## src/rtl/dmem_arbiter_if.sv

```systemverilog
`default_nettype none
// ============================================================================
// Module   : dmem_arbiter_if
// Purpose  : One requester port of the data-memory arbiter
//            (request/grant handshake plus read return).
// Revision : 1.0 - initial release
// ============================================================================
interface dmem_arbiter_if #(
    parameter int AW = 32,
    parameter int DW = 32
);
    logic          req;
    logic          we;
    logic [AW-1:0] addr;
    logic [DW-1:0] wdata;
    logic          gnt;
    logic          rvalid;
    logic [DW-1:0] rdata;

    // Requester side (CPU load/store path, loader, DMA)
    modport master (
        output req, we, addr, wdata,
        input  gnt, rvalid, rdata
    );

    // Arbiter side
    modport slave (
        input  req, we, addr, wdata,
        output gnt, rvalid, rdata
    );
endinterface
`default_nettype wire

```

## src/rtl/dmem_arbiter.sv

```systemverilog
`default_nettype none
// ============================================================================
// Module   : dmem_arbiter
// Purpose  : Round-robin, burst-capped arbiter sharing one synchronous data
//            memory / I/O space between two requesters.
// Revision : 1.0 - initial release
// ============================================================================
module dmem_arbiter #(
    parameter int AW        = 32,
    parameter int DW        = 32,
    parameter int MAX_BURST = 4
) (
    input  wire logic           clock,
    input  wire logic           resetn,
    dmem_arbiter_if.slave       port_a,
    dmem_arbiter_if.slave       port_b,
    output logic [AW-1:0]       mem_addr,
    output logic [DW-1:0]       mem_din,
    output logic                mem_we,
    input  wire logic [DW-1:0]  mem_dout
);

    localparam logic [3:0] c_burst_cap = 4'(MAX_BURST - 1);

    typedef enum logic [1:0] {
        ST_IDLE  = 2'd0,
        ST_OWN_A = 2'd1,
        ST_OWN_B = 2'd2
    } state_t;

    state_t     r_state;
    state_t     w_state_nxt;
    logic       r_last_b;
    logic [3:0] r_burst_cnt;
    logic       r_rvalid_a;
    logic       r_rvalid_b;

    logic       w_gnt_a;
    logic       w_gnt_b;
    logic       w_at_cap;

    assign w_gnt_a  = (r_state == ST_OWN_A) && port_a.req;
    assign w_gnt_b  = (r_state == ST_OWN_B) && port_b.req;
    assign w_at_cap = (r_burst_cnt == c_burst_cap);

    // Next-state: an owner keeps the port until it drops its request or the
    // other side is waiting when the burst cap is reached.
    always_comb begin
        w_state_nxt = r_state;
        unique case (r_state)
            ST_IDLE: begin
                if (port_a.req && port_b.req)
                    w_state_nxt = r_last_b ? ST_OWN_A : ST_OWN_B;
                else if (port_a.req)
                    w_state_nxt = ST_OWN_A;
                else if (port_b.req)
                    w_state_nxt = ST_OWN_B;
            end
            ST_OWN_A: begin
                if (!port_a.req)
                    w_state_nxt = port_b.req ? ST_OWN_B : ST_IDLE;
                else if (w_at_cap && port_b.req)
                    w_state_nxt = ST_OWN_B;
            end
            ST_OWN_B: begin
                if (!port_b.req)
                    w_state_nxt = port_a.req ? ST_OWN_A : ST_IDLE;
                else if (w_at_cap && port_a.req)
                    w_state_nxt = ST_OWN_A;
            end
            default: w_state_nxt = ST_IDLE;
        endcase
    end

    always_ff @(posedge clock or negedge resetn) begin
        if (!resetn) begin
            r_state     <= ST_IDLE;
            r_last_b    <= 1'b1;
            r_burst_cnt <= 4'd0;
        end else begin
            r_state <= w_state_nxt;

            if (r_state == ST_OWN_A && w_state_nxt != ST_OWN_A)
                r_last_b <= 1'b0;
            else if (r_state == ST_OWN_B && w_state_nxt != ST_OWN_B)
                r_last_b <= 1'b1;

            // Saturate at the cap so a lone owner keeps streaming indefinitely.
            if (w_state_nxt != r_state)
                r_burst_cnt <= 4'd0;
            else if ((w_gnt_a || w_gnt_b) && !w_at_cap)
                r_burst_cnt <= r_burst_cnt + 4'd1;
        end
    end

    // Read return is tagged with the port that issued it, so a handover
    // between issue and return does not misroute the strobe.
    always_ff @(posedge clock or negedge resetn) begin
        if (!resetn) begin
            r_rvalid_a <= 1'b0;
            r_rvalid_b <= 1'b0;
        end else begin
            r_rvalid_a <= w_gnt_a && !port_a.we;
            r_rvalid_b <= w_gnt_b && !port_b.we;
        end
    end

    always_comb begin
        mem_addr = '0;
        mem_din  = '0;
        mem_we   = 1'b0;
        if (w_gnt_a) begin
            mem_addr = port_a.addr;
            mem_din  = port_a.wdata;
            mem_we   = port_a.we;
        end else if (w_gnt_b) begin
            mem_addr = port_b.addr;
            mem_din  = port_b.wdata;
            mem_we   = port_b.we;
        end
    end

    assign port_a.gnt    = w_gnt_a;
    assign port_b.gnt    = w_gnt_b;
    assign port_a.rvalid = r_rvalid_a;
    assign port_b.rvalid = r_rvalid_b;
    assign port_a.rdata  = mem_dout;
    assign port_b.rdata  = mem_dout;

endmodule
`default_nettype wire
```

## src/flat_wrapper.sv

```systemverilog
// flat-port wrapper written by rule: the top's interface ports become plain ports
module dmem_arbiter_flat 
#(
    parameter int AW        = 32,
    parameter int DW        = 32,
    parameter int MAX_BURST = 4
)
  (clock, resetn, mem_addr, mem_din, mem_we, mem_dout, port_a_req, port_a_we, port_a_addr, port_a_wdata, port_a_gnt, port_a_rvalid, port_a_rdata, port_b_req, port_b_we, port_b_addr, port_b_wdata, port_b_gnt, port_b_rvalid, port_b_rdata);
  dmem_arbiter_if #(.AW(AW), .DW(DW)) port_a_i ();
  dmem_arbiter_if #(.AW(AW), .DW(DW)) port_b_i ();
  input  wire logic clock;
  input  wire logic resetn;
  output logic [AW-1:0] mem_addr;
  output logic [DW-1:0] mem_din;
  output logic mem_we;
  input  wire logic [DW-1:0] mem_dout;
  input wire logic [$bits(port_a_i.req)-1:0] port_a_req;
  input wire logic [$bits(port_a_i.we)-1:0] port_a_we;
  input wire logic [$bits(port_a_i.addr)-1:0] port_a_addr;
  input wire logic [$bits(port_a_i.wdata)-1:0] port_a_wdata;
  output wire logic [$bits(port_a_i.gnt)-1:0] port_a_gnt;
  output wire logic [$bits(port_a_i.rvalid)-1:0] port_a_rvalid;
  output wire logic [$bits(port_a_i.rdata)-1:0] port_a_rdata;
  input wire logic [$bits(port_b_i.req)-1:0] port_b_req;
  input wire logic [$bits(port_b_i.we)-1:0] port_b_we;
  input wire logic [$bits(port_b_i.addr)-1:0] port_b_addr;
  input wire logic [$bits(port_b_i.wdata)-1:0] port_b_wdata;
  output wire logic [$bits(port_b_i.gnt)-1:0] port_b_gnt;
  output wire logic [$bits(port_b_i.rvalid)-1:0] port_b_rvalid;
  output wire logic [$bits(port_b_i.rdata)-1:0] port_b_rdata;
  assign port_a_i.req = port_a_req;
  assign port_a_i.we = port_a_we;
  assign port_a_i.addr = port_a_addr;
  assign port_a_i.wdata = port_a_wdata;
  assign port_a_gnt = port_a_i.gnt;
  assign port_a_rvalid = port_a_i.rvalid;
  assign port_a_rdata = port_a_i.rdata;
  assign port_b_i.req = port_b_req;
  assign port_b_i.we = port_b_we;
  assign port_b_i.addr = port_b_addr;
  assign port_b_i.wdata = port_b_wdata;
  assign port_b_gnt = port_b_i.gnt;
  assign port_b_rvalid = port_b_i.rvalid;
  assign port_b_rdata = port_b_i.rdata;
  dmem_arbiter #(.AW(AW), .DW(DW), .MAX_BURST(MAX_BURST)) u_core (.clock(clock), .resetn(resetn), .port_a(port_a_i), .port_b(port_b_i), .mem_addr(mem_addr), .mem_din(mem_din), .mem_we(mem_we), .mem_dout(mem_dout));
endmodule
```

## config.mk

```make
export PLATFORM = sky130hd
export DESIGN_NAME = dmem_arbiter_flat
export DESIGN_NICKNAME = d
export VERILOG_FILES = /design/src/rtl/dmem_arbiter_if.sv /design/src/rtl/dmem_arbiter.sv /design/src/flat_wrapper.sv
export SDC_FILE = /design/constraint.sdc
export NUM_CORES = 1
export LEC_CHECK = 0
export ABC_AREA = 0
export CELL_PAD_IN_SITES_DETAIL_PLACEMENT = 0
export CELL_PAD_IN_SITES_GLOBAL_PLACEMENT = 1
export CORE_MARGIN = 1.5
export CORE_UTILIZATION = 13
export CTS_CLUSTER_SIZE = 10
export DETAILED_ROUTE_END_ITERATION = 12
export GPL_TIMING_DRIVEN = 0
export PLACE_DENSITY = 0.87
export SLEW_MARGIN = 20
export SYNTH_ARGS = -nofsm -noshare
export SYNTH_HDL_FRONTEND = slang
export SYNTH_SLANG_ARGS = --single-unit
```

## constraint.sdc

```tcl
create_clock -name clock -period 2.7 [get_ports clock]
set_input_delay 0.405 -clock clock [delete_from_list [all_inputs] [get_ports clock]]
set_output_delay 0.405 -clock clock [all_outputs]
set_load 0.05 [all_outputs]
```

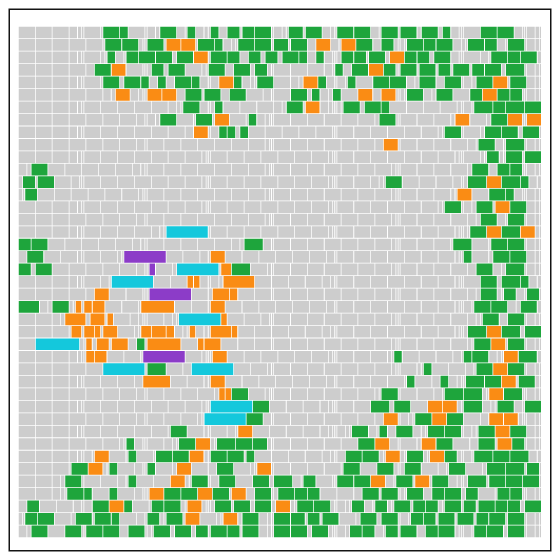
*Cell classes on the final placement, run 1*
Fill, decap, tap and diode cells in grey.
[cyan] flip-flops | cells: 9
[orange] all other logic | cells: 105
[purple] clock drivers and dummy loads | cells: 4
[green] other buffers and delay cells | cells: 346
post-layout util: 0.3552
Final Cell Area: 0.004519 mm^2
core outline area: 0.01272 mm^2

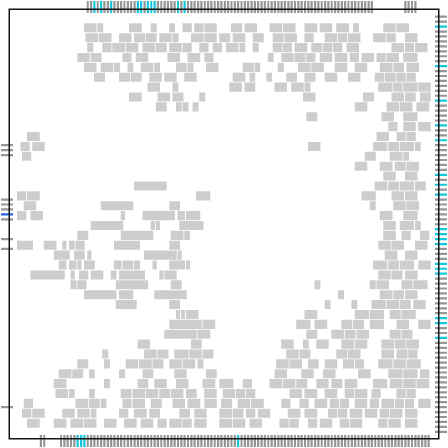
*Pin placement, run 1*
Pins as bars across the die edge, other pins in grey.
[cyan] port_b_addr | pins: 32 | direction: input | edge: 18 east, 10 north, 4 south
[blue] resetn | pins: 1 | direction: input | edge: west

==> job_summary.md, run 1 <==
### Metrics collected by this job

| Metric | Value |
|---|---|
| Ant. Diodes | 0 |
| Actual slew at the worst max-slew pin | ~0.54 ns |
| Cell Count Post-Placement | 632 |
| DR WL/cell | 15.21 um |
| Outcome | finished, final reports clean |
| Area fraction in mux cells | 0.01753 |
| Synthesized flop and latch total | 9 |
| Reg clk slew, reported paths | about 0.040 ns |
| Count of multi-input gates | 100 |
| # fillers | about 1300 |
| Reg2reg start | u_core.r_burst_cnt[0] |
| Most frequent logic cell in the layout | clkdlybuf4s50_1 |
| Switch Pwr | 0.7286 mW |
| Initial drt markers | 81 |
| Cell Int Power | ~0.82 mW |
| Largest Pwr Group | combinational cells |
| Register share of total power | 0.100 |
| Row Count | 41 |
| Root Buffer Master | clkbuf_16 |
| Combinational power share | 0.734 |
| Nonclk buf count | 346 |
| RSZ-0062 raised after global routing | no |
| Final clock-cell share | 0.01744 |
| Reg-to-reg endpoint | u_core.r_state[0] |
| Final WL | 9.676 mm |
| Sequential Power | 0.155 mW |
| DR DRC count | 0 |
| Post-Route Setup TNS | 0 ns |
| Arr. time, crit path | 2.18 ns |
| Tool warnings | 26 |
| Simple-Gate Area Share | 0.07451 |
| Worst hold path type | in -> async |
| Syn_nets | 361 |
| Initial antenna violation count | 0 |
| Vias | 2511 |
| Syn Inst Count | 194 |
| Xor/xnor share | 0.01023 |
| Final setup violating endpoints | 0 |
| Synth area leader | a22o_1 |
| Post-DP Area | 0.004591 mm^2 |
| Setup Buffers After CTS | 0 |
| Chip height | 117.8 um |
| Vias in the first global route | 2510 |
| Setup crit end | mem_addr[2] |
| Clock buffers | 4 |
| Largest net degree at the start of global routing | 11 |
| Nets | 632 |
| Detailed Place HPWL | 8.490 mm |
| Reg2Reg Depth | 5 |
| Final Cycle Share | 0.9564 |
| PD cells | 343.3 mW/mm^2 |
| Reg area | 226.5 um^2 |
| Main area contributors | a22o_1, buf_4, dfrtp_1 |
| Main logic family | AND-OR/OR-AND gates |
| Top area contributor share | 0.3375 |
| Chip area | approximately 0.014 mm^2 |
| Total GRT Usage | 0.1257 |
| Tmin final | 2.582 ns |
| Clock buffer depth | 2 |
| Layout area overhead | 163.8% |
| Core Util at FP | 0.1346 |
| Ys async rst share | 1.000 |
| Top cells by count, synth | a22o_1, buf_4, buf_2 |
| Sequential portion of the cell area | 0.05011 |
| Placement Setup Slack | -0.4203 ns |
| Top cells excl fill/tap | clkdlybuf4s50_1, a22o_1, buf_4 |
| Cell count in the Yosys report | 194 |
| EDFF count, synth | 0 |
| Via density | 3.948 |
| Flop count | 9 |
| Setup ws final | 0.1176 ns |
| Ports | 299 |
| CTS tree | yes |
| Area share of fa/ha/maj cells after synthesis | 0.007305 |
| Leakage | a little over 2 nW |
| Total congestion overflow | 0 |
| Max-slew violation count | 0 |
| Maxcap violations | 0 |
| DR pass1 iterations | 5 |
| Crit-path max FO | 10 |
| Synth Area per Inst | 8.829 um^2 |
| Hold slack | 0.4944 ns |
| Dominant register cell | dfrtp_1 |
| Crit path required time | 2.30 ns |
| Comb power | 1.14 mW |
| Setup slack, reg-to-reg | 1.04 ns |
| Worst Setup Start Kind | primary input |
| Antenna viol nets, final | 0 |
| Share of layout cells above drive strength 1 | 0.3276 |
| Synthesized cell area | 0.001713 mm^2 |
| Die width | 117.8 um |
| H-tree level count | 1 |
| Clk_lat worst skew | around 0.23 ns |
| GPL Wtd Cong | 0.8745 |
| Cts bufs inserted | 3 |
| Non-filler cells, final | 636 |
| Largest class | non-clock buffers |
| Number of port buffers | 266 |
| Worst setup startpoint | port_b_req |
| Critical Path End Type | output port |
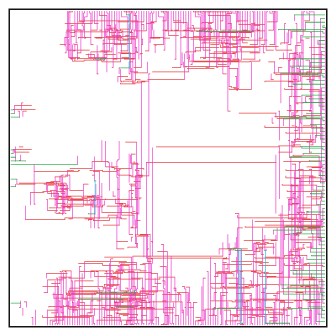
*Metal layers overlaid, run 1*
[red] met1 | wire length: 3520 um
[green] met3 | wire length: 653 um
[magenta] met2 | wire length: 5400 um
[cyan] met4 | wire length: 109 um

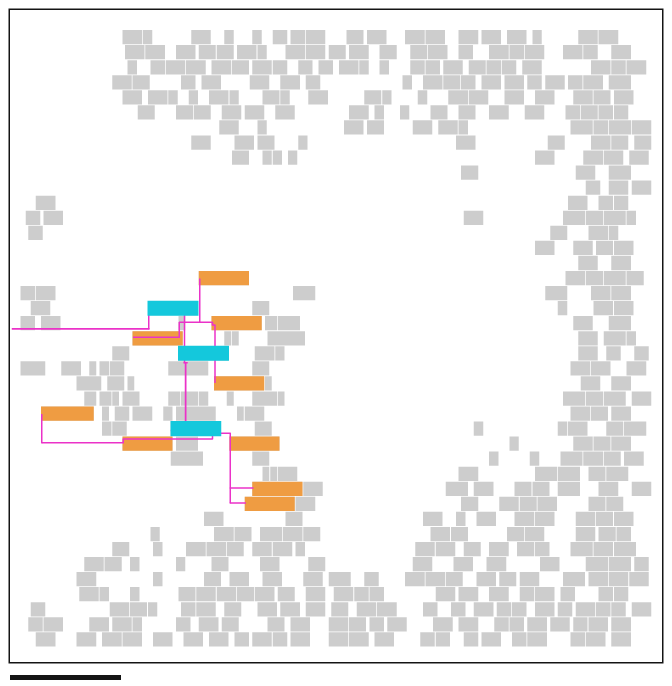
*Clock wires, drivers and flops, run 1*
Bar = 20 um.
[magenta] clock wires | length: 149 um
[cyan] cells driving clock nets | count: 3
[orange] flip-flops | count: 9
routed clock nets: 4
Clk power: 0.258 mW
final clock skew: 0.004068 ns
clock share of power: 0.166

-- run 1: metal layers --
layer,GRT usage,wire length [um],vias to the layer above
li1,-,-,1206
met2,0.2533,5395,118
met4,0.02058,108,0
met5,0,0,-
met1,0.1340,3519,1177
met3,0.02616,653,10
-- run 1: state kept, by name, summed over array words and instances, names as in the netlist --
register              cells
u_core.r_burst_cnt        4
u_core.r_state            2
u_core.port_a.rvalid      1
u_core.port_b.rvalid      1
u_core.r_last_b           1
-- run 1: what timing repair did --
action	CTS	global route
endpoints found under the setup margin	67	58
hold buffers	0	0
resized	147	77
-- run 1: critical path, stage by stage --
cell and delay (ns):
clkdlybuf4s50_1 0.63, nand3b_4 0.14, inv_2 0.12, buf_6 0.18
a22o_1 0.18, clkdlybuf4s15_1 0.51
==> run 2: changes to the inputs <==
--- a/config.mk
+++ b/config.mk
@@ -10,9 +10,9 @@
 export CELL_PAD_IN_SITES_GLOBAL_PLACEMENT = 1
 export CORE_MARGIN = 1.5
 export CORE_UTILIZATION = 13
-export CTS_CLUSTER_SIZE = 10
 export DETAILED_ROUTE_END_ITERATION = 12
 export GPL_TIMING_DRIVEN = 0
+export HOLD_SLACK_MARGIN = 0.05
 export PLACE_DENSITY = 0.87
 export SLEW_MARGIN = 20
 export SYNTH_ARGS = -nofsm -noshare
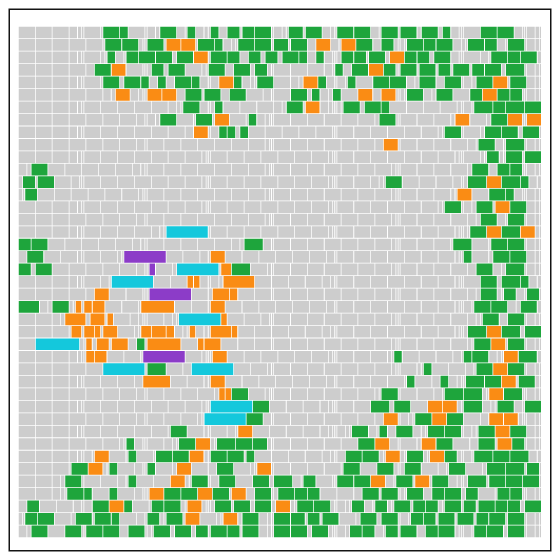
*Cell classes on the final placement, run 2*
Fill, decap, tap and diode cells in grey.
[green] other buffers and delay cells | cells: 346
[cyan] flip-flops | cells: 9
[purple] clock drivers and dummy loads | cells: 4
[orange] all other logic | cells: 105
Row Count: 41
sequential portion of the cell area: 0.05011

==> run 2 against run 1 <==
  * Clock skew is the same
  * Utilization stayed put
  * Sequential power about the same
  * Cell area unchanged
  * Fmax stayed put
  * Wire length stayed put
  * Sequential cell count unchanged
  * Via count did not move
  * Hold slack stayed put
  * Global-route usage stayed put
  * Total power is the same
  * Largest cell class unchanged
  * Highest routed layer unchanged
==> job_summary.md, run 2 <==
### Metrics collected by this job

| Metric | Value |
|---|---|
| Setup slack, reg-to-reg | 1.04 ns (about the same) |
| Critical Path End Type | output port (unchanged) |
| Fmax achieved | 387.2 MHz (unchanged) |
| Power consumption | 1.552 mW (unchanged) |
| Cell Count Post-Placement | 632 (unchanged) |
| Placement Setup Slack | -0.4203 ns (unchanged) |
| Main area contributors | a22o_1, buf_4, dfrtp_1 (unchanged) |
| CTS tree | yes (unchanged) |
| Top flop regs | u_core.r_burst_cnt x4, u_core.r_state x2 (unchanged) |
| Synth unique cells | 28 (unchanged) |
| GPL Wtd Cong | 0.8745 (unchanged) |
| Post-layout util | 0.3552 (unchanged) |
| Most frequent logic cell in the layout | clkdlybuf4s50_1 (unchanged) |
| Final WL | 9.676 mm (unchanged) |
| Worst Setup Start Kind | primary input (unchanged) |
| Worst path max stage delay | 0.63 ns (about the same) |
| CTS sink count | 9 (unchanged) |
| Post-Route Setup TNS | 0 ns (unchanged) |
| Total congestion overflow | 0 (unchanged) |
| Register share of total power | 0.100 (about the same) |
| Met3 Usage GRT | 0.02616 (unchanged) |
| Max FFs per register | 4 (unchanged) |
| Post-DP Area | 0.004591 mm^2 (unchanged) |
| Ports | 299 (unchanged) |
| Ant. Diodes | 0 (unchanged) |
| DR DRC count | 0 (unchanged) |
| YS chip area | 0.001713 mm^2 (unchanged) |
| Syn_nets | 361 (unchanged) |
| Register share after synthesis | 0.1322 (unchanged) |
| Final setup violating endpoints | 0 (unchanged) |
| Sw Share | 0.4696 (unchanged) |
| Top cells by count, synth | a22o_1, buf_4, buf_2 (unchanged) |
| Max VDD drop | 173.1 uV (unchanged) |
| Clock share of power | 0.166 (about the same) |
| Largest Pwr Group | combinational cells (unchanged) |
| Largest reg by FF count | u_core.r_burst_cnt (unchanged) |
| Vias in the first global route | 2510 (unchanged) |
| Crit path buf inv count | 4 (unchanged) |
| Met2 GRT Util | 0.2533 (unchanged) |
| H-tree level count | 1 (unchanged) |
| Chip area | 0.01387 mm^2 (unchanged) |
| Initial drt markers | 81 (unchanged) |
| Gate Area | 863.3 um^2 (unchanged) |
| Setup crit end | mem_addr[2] (unchanged) |
| Ys async rst share | 1.000 (unchanged) |
| Top-count cell post-synth | a22o_1 (unchanged) |
| Number of port buffers | 266 (unchanged) |
| Die width | 117.8 um (unchanged) |
| Non-filler cells, final | 636 (unchanged) |
| Warnings, synthesis | 0 (unchanged) |
| Synth area leader | a22o_1 (unchanged) |
| Worst hold path type | in -> async (unchanged) |
| Worst setup startpoint | port_b_req (unchanged) |
| Outcome | finished, final reports clean (unchanged) |
| Crit-path cells | clkdlybuf4s50_1, nand3b_4, inv_2, buf_6, a22o_1, clkdlybuf4s15_1 (unchanged) |
| Maxcap violations | 0 (unchanged) |
| First-pass GRT wire length | 14.12 mm (unchanged) |
| Via density | 3.948 (unchanged) |
| Setup ws final | 0.1176 ns (unchanged) |
| Vias | 2511 (unchanged) |
| EDFF count, synth | 0 (unchanged) |
| Sequential Power | 0.155 mW (about the same) |
| Rel. slew slack | 0.6393 (unchanged) |
| GR peak layer | met2 (unchanged) |
| Cts bufs inserted | 3 (unchanged) |
| Cell count in the Yosys report | 194 (unchanged) |
| Nets | 632 (unchanged) |
| Dominant register cell | dfrtp_1 (unchanged) |
| Share of layout cells above drive strength 1 | 0.3276 (unchanged) |
| Reg2reg start | u_core.r_burst_cnt[0] (unchanged) |
| Antenna viol nets, final | 0 (unchanged) |
| Reg area | 226.5 um^2 (unchanged) |
| Crit-path max FO | 10 (unchanged) |
| Reg-to-reg endpoint | u_core.r_state[0] (unchanged) |
| Crit-path slowest cell | clkdlybuf4s50_1 (unchanged) |
| Clk power | 0.258 mW (about the same) |
| Arr. time, crit path | 2.18 ns (about the same) |
| Reg clk slew, reported paths | 0.04 ns (about the same) |
| Synthesized cell area | 0.001713 mm^2 (unchanged) |
| DR pass1 iterations | 5 (unchanged) |
| Hold slack | 0.4944 ns (unchanged) |
| Tmin final | 2.582 ns (unchanged) |
| Final Hold Viols | 0 (unchanged) |
| Synth Area per Inst | 8.829 um^2 (unchanged) |
| Core outline area | 0.01272 mm^2 (unchanged) |
| Final Cell Area | 0.004519 mm^2 (unchanged) |
| Cell Int Power | 0.8230 mW (unchanged) |
| DR WL/cell | 15.21 um (unchanged) |
| Core Util at FP | 0.1346 (unchanged) |
| Top area contributor share | 0.3375 (unchanged) |
| Crit path required time | 2.30 ns (about the same) |
| WP depth | 6 (unchanged) |
| Actual slew at the worst max-slew pin | 0.5361 ns (unchanged) |
| Comb power | 1.14 mW (about the same) |
| WL met3 | 653 um (unchanged) |
| Top Family by Delay on Critical Path | buffers and inverters (unchanged) |
| Top cells excl fill/tap | clkdlybuf4s50_1, a22o_1, buf_4 (unchanged) |
| Root Buffer Master | clkbuf_16 (unchanged) |
| Leakage | 2.026 nW (unchanged) |
| Chip height | 117.8 um (unchanged) |
| Detailed Place HPWL | 8.490 mm (unchanged) |
| Met1 WL | 3.519 mm (unchanged) |
| GR Layer Usage met1 | 0.1340 (unchanged) |
| RSZ-0062 raised after global routing | no (unchanged) |
| Layout area overhead | 163.8% (unchanged) |
| Final Cycle Share | 0.9564 (unchanged) |
| Initial antenna violation count | 0 (unchanged) |
| # fillers | 1325 (unchanged) |
| Synthesized flop and latch total | 9 (unchanged) |
| Setup Buffers After CTS | 0 (unchanged) |
| Combinational power share | 0.734 (about the same) |
| Cts hold-fix bufs | 0 (unchanged) |
| Switch Pwr | 0.7286 mW (unchanged) |
| Max-slew violation count | 0 (unchanged) |
| Largest net degree at the start of global routing | 11 (unchanged) |
| Reg2Reg Depth | 5 (unchanged) |
| Final clock skew | 0.004068 ns (unchanged) |
| Tool warnings | 26 (unchanged) |
| Setup Crit Path Kind | in -> out (unchanged) |
| Clock buffer depth | 2 (unchanged) |
| Syn Inst Count | 194 (unchanged) |
| PD cells | 343.3 mW/mm^2 (unchanged) |
| WL met2 | 5.395 mm (unchanged) |
| Highest Signal Layer | met4 (unchanged) |
| Total GRT Usage | 0.1257 (unchanged) |
| Post-cts resize count | 147 (unchanged) |
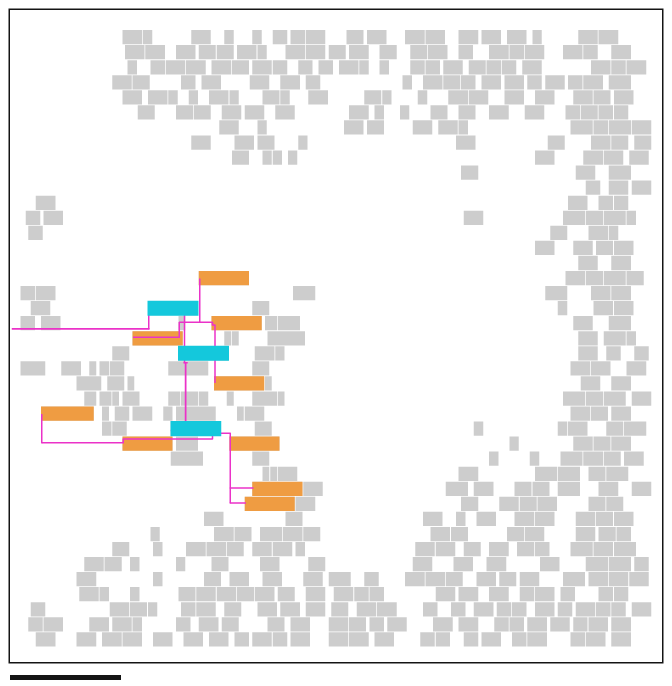
*Clock wires, drivers and flops, run 2*
Bar = 20 um.
[magenta] clock wires | length: 149 um
[cyan] cells driving clock nets | count: 3
[orange] flip-flops | count: 9
routed clock nets: 4
clk_lat worst skew: 0.23 ns

[run 2: cell counts after synthesis]
No cell type changed its count.
[run 2: cell families (layout without fill, tap and decap cells)]
family,after synthesis,after routing,synth area share
xor+xnor,2,2,0.01023
mux,3,3,0.01753
compound gates,79,79,0.3945
simple gates,15,15,0.07452
fa+ha+maj,1,1,0.007303
flops,9,9,0.1322
buf+inv,85,355,0.3638
[run 2: final cells by class]
type | count | share of cell area
Clock buffer | 4 | 0.01744
Tap cell | 172 | 0.04762
Timing Repair Buffer | 266 | 0.5559
Buffer | 80 | 0.1337
Inverter | 5 | 0.004153
Multi-Input combinational cell | 100 | 0.1910
Sequential cell | 9 | 0.05011
### Pin placement, run 2

Pins as bars across the die edge, other pins in grey.
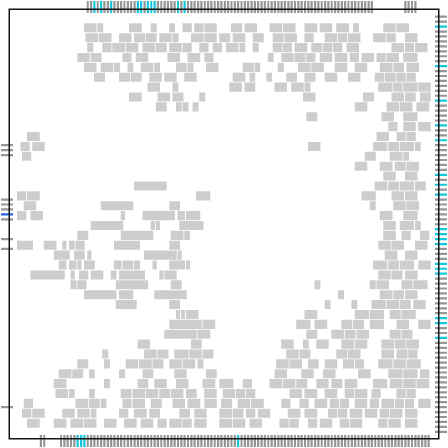

==> run 3: changes to the inputs <==
--- a/config.mk
+++ b/config.mk
@@ -9,11 +9,12 @@
 export CELL_PAD_IN_SITES_DETAIL_PLACEMENT = 0
 export CELL_PAD_IN_SITES_GLOBAL_PLACEMENT = 1
 export CORE_MARGIN = 1.5
-export CORE_UTILIZATION = 13
+export CORE_UTILIZATION = 11
+export CTS_BUF_LIST = sky130_fd_sc_hd__clkbuf_16
 export DETAILED_ROUTE_END_ITERATION = 12
 export GPL_TIMING_DRIVEN = 0
 export HOLD_SLACK_MARGIN = 0.05
-export PLACE_DENSITY = 0.87
+export PLACE_DENSITY = 0.78
 export SLEW_MARGIN = 20
 export SYNTH_ARGS = -nofsm -noshare
 export SYNTH_HDL_FRONTEND = slang
==> constraint.sdc (replaced) <==
create_clock -name clock -period 2.2 [get_ports clock]
set_input_delay 0.33 -clock clock [delete_from_list [all_inputs] [get_ports clock]]
set_output_delay 0.33 -clock clock [all_outputs]
set_load 0.05 [all_outputs]
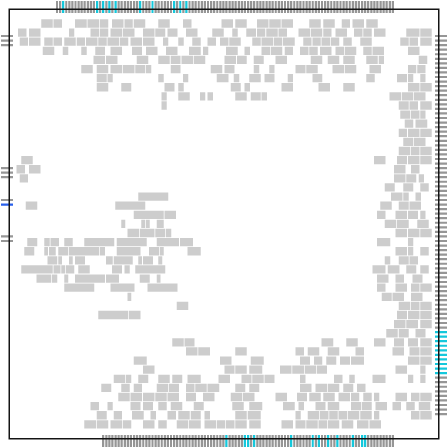
*Pin placement, run 3*
Pins as bars across the die edge, other pins in grey.
[cyan] port_b_addr | pins: 32 | direction: input | edge: 12 south, 10 north, 10 east
[blue] resetn | pins: 1 | direction: input | edge: west
all pins by edge: 110 north, 95 south, 84 east, 10 west

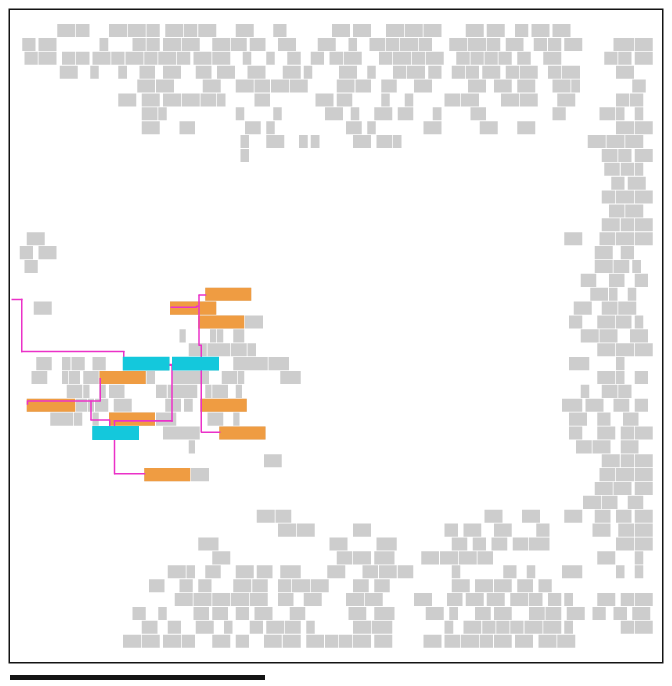
*Clock wires, drivers and flops, run 3*
Bar = 50 um.
[orange] flip-flops | count: 9
[cyan] cells driving clock nets | count: 3
[magenta] clock wires | length: 151 um
flops lie: west
routed clock nets: 4

==> run 3 against run 2 <==
  * Final cell count up 2.5%
  * Sequential share of layout area grew 0.077 points
  * Clock-buffer cell count fell by 1
  * Highest routed layer unchanged
==> job_summary.md, run 3 <==
### Metrics collected by this job

| Metric | Value |
|---|---|
| Share of layout cells above drive strength 1 | 0.3427 (was 0.3276) |
| Initial antenna violation count | 0 (unchanged) |
| Reg clk slew, reported paths | 0.04 ns (about the same) |
| Reg-to-reg endpoint | u_core.r_state[0] (unchanged) |
| Main area contributors | a22o_1, buf_4, dfrtp_1 (unchanged) |
| Number of port buffers | 266 (unchanged) |
| Fmax achieved | about 470 MHz |
| Worst Setup Start Kind | flip-flop (was primary input) |
| Sequential Power | 0.190 mW (was 0.155 mW) |
| Final clock-cell share | 0.01771 (was 0.01744) |
| Most frequent logic cell in the layout | clkdlybuf4s50_1 (unchanged) |
| Clk power | 0.312 mW (was 0.258 mW) |
| Arr. time, crit path | 1.78 ns (was 2.18 ns) |
| Largest class | non-clock buffers (unchanged) |
| DR DRC count | 0 (unchanged) |
| H-tree level count | 1 (unchanged) |
| Top area contributor share | 0.3375 (unchanged) |
| Most frequent CP cell | buf_6 |
| Power consumption | 1.888 mW (was 1.552 mW) |
| Final WL | 9.075 mm (was 9.676 mm) |
| Tmin final | around 2.1 ns |
| Nonclk buf count | 346 (unchanged) |
| DR pass1 iterations | 4 (was 5) |
| Outcome | finished, final reports clean (unchanged) |
| Cell Int Power | 1.000 mW (was 0.8230 mW) |
| Crit path required time | 1.87 ns (was 2.30 ns) |
| Critical Path End Type | output port (unchanged) |
| Final Cycle Share | 0.9595 |
| Vias in the first global route | 2348 (was 2510) |
| Worst setup startpoint | u_core.r_state[0] (was port_b_req) |
| Final clock skew | 0.003795 ns (was 0.004068 ns) |
| Placement Setup Slack | -0.7825 ns (was -0.4203 ns) |
| PD cells | 424.1 mW/mm^2 (was 343.3 mW/mm^2) |
| Layout area overhead | 159.8% (was 163.8%) |
| Setup slack, reg-to-reg | 0.57 ns (was 1.04 ns) |
| Ant. Diodes | 0 (unchanged) |
| Clock buffers | 3 (was 4) |
| Cell count in the Yosys report | 194 (unchanged) |
| Top cells excl fill/tap | clkdlybuf4s50_1, buf_4, a22o_1 (was clkdlybuf4s50_1, a22o_1, buf_4) |
| Warnings, synthesis | 0 (unchanged) |
| Detailed Place HPWL | 7.874 mm (was 8.490 mm) |
| Setup crit end | mem_addr[0] (was mem_addr[2]) |
| Crit-path slowest cell | clkdlybuf4s15_2 (was clkdlybuf4s50_1) |
| Top flop regs | u_core.r_burst_cnt x4, u_core.r_state x2 (unchanged) |
| Root Buffer Master | clkbuf_16 (unchanged) |
| Reg2Reg Depth | 5 (unchanged) |
| Synth area leader | a22o_1 (unchanged) |
| Hold slack | 0.4141 ns (was 0.4944 ns) |
| Post-DP Area | 0.004611 mm^2 (was 0.004591 mm^2) |
| Flop count | 9 (unchanged) |
| Register share of total power | 0.101 (was 0.100) |
| Combinational power share | 0.734 (about the same) |
| Largest Pwr Group | combinational cells (unchanged) |
| Dominant register cell | dfrtp_1 (unchanged) |
| CTS tree | yes (unchanged) |
| Register share after synthesis | 0.1322 (unchanged) |
| Setup Buffers After CTS | 0 (unchanged) |
| Post-cts resize count | 292 (was 147) |
| Syn_nets | 361 (unchanged) |
| Top cells by count, synth | a22o_1, buf_4, buf_2 (unchanged) |
| Worst hold path type | in -> async (unchanged) |
| Largest net degree at the start of global routing | 11 (unchanged) |
| Cell Count Post-Placement | 648 (was 632) |
| Leakage | 2.046 nW (was 2.026 nW) |
| Syn Inst Count | 194 (unchanged) |
| YS chip area | 0.001713 mm^2 (unchanged) |
| # Taps | 188 (was 172) |
| Maxcap violations | 0 (unchanged) |
| Via density | 3.756 (was 3.948) |
| Rel. slew slack | 0.6395 (was 0.6393) |
| Chip height | 127.8 um (was 117.8 um) |
| Actual slew at the worst max-slew pin | 0.5391 ns (was 0.5361 ns) |
| CTS sink count | 9 (unchanged) |
| Fraction of area in multi-input gates | 0.1940 (was 0.1910) |
| Crit-path max FO | 10 (unchanged) |
| Clock buffer depth | 2 (unchanged) |
| Post-Route Setup TNS | 0 ns (unchanged) |
| Gate Area | 863.3 um^2 (unchanged) |
| Core Util at FP | 0.1127 (was 0.1346) |
| Sw Share | 0.4701 (was 0.4696) |
| Max VDD drop | 238.9 uV (was 173.1 uV) |
| RSZ-0062 raised after global routing | no (unchanged) |
==> run 3: cell families after synthesis <==
group	after synthesis	synth area share
AND/OR/NAND/NOR	15	0.07452
flip-flops	9	0.1322
AND-OR/OR-AND	79	0.3945
XOR/XNOR	2	0.01023
multiplexers	3	0.01753
adder cells (fa/ha/maj)	1	0.007303
buffers and inverters	85	0.3638
==> run 3: critical path, delay by kind of cell (launching register included) <==
kind                   cells  cell delay (ns)
AND-OR/OR-AND              1             0.18
buffers and inverters      4             0.83
flip-flops                 1             0.36
AND/OR/NAND/NOR            1             0.18
==> run 3: per-layer routing <==
layer / routed length [um] / global-route usage / vias to the layer above
li1: - / - / 1206
met1: 3462 / 0.1125 / 1126
met2: 4970 / 0.1888 / 111
met3: 601 / 0.01503 / 6
met4: 40 / 0.009914 / 0
met5: 0 / 0 / -
Power figures rest on the tool's default switching activity, not on a simulated workload.
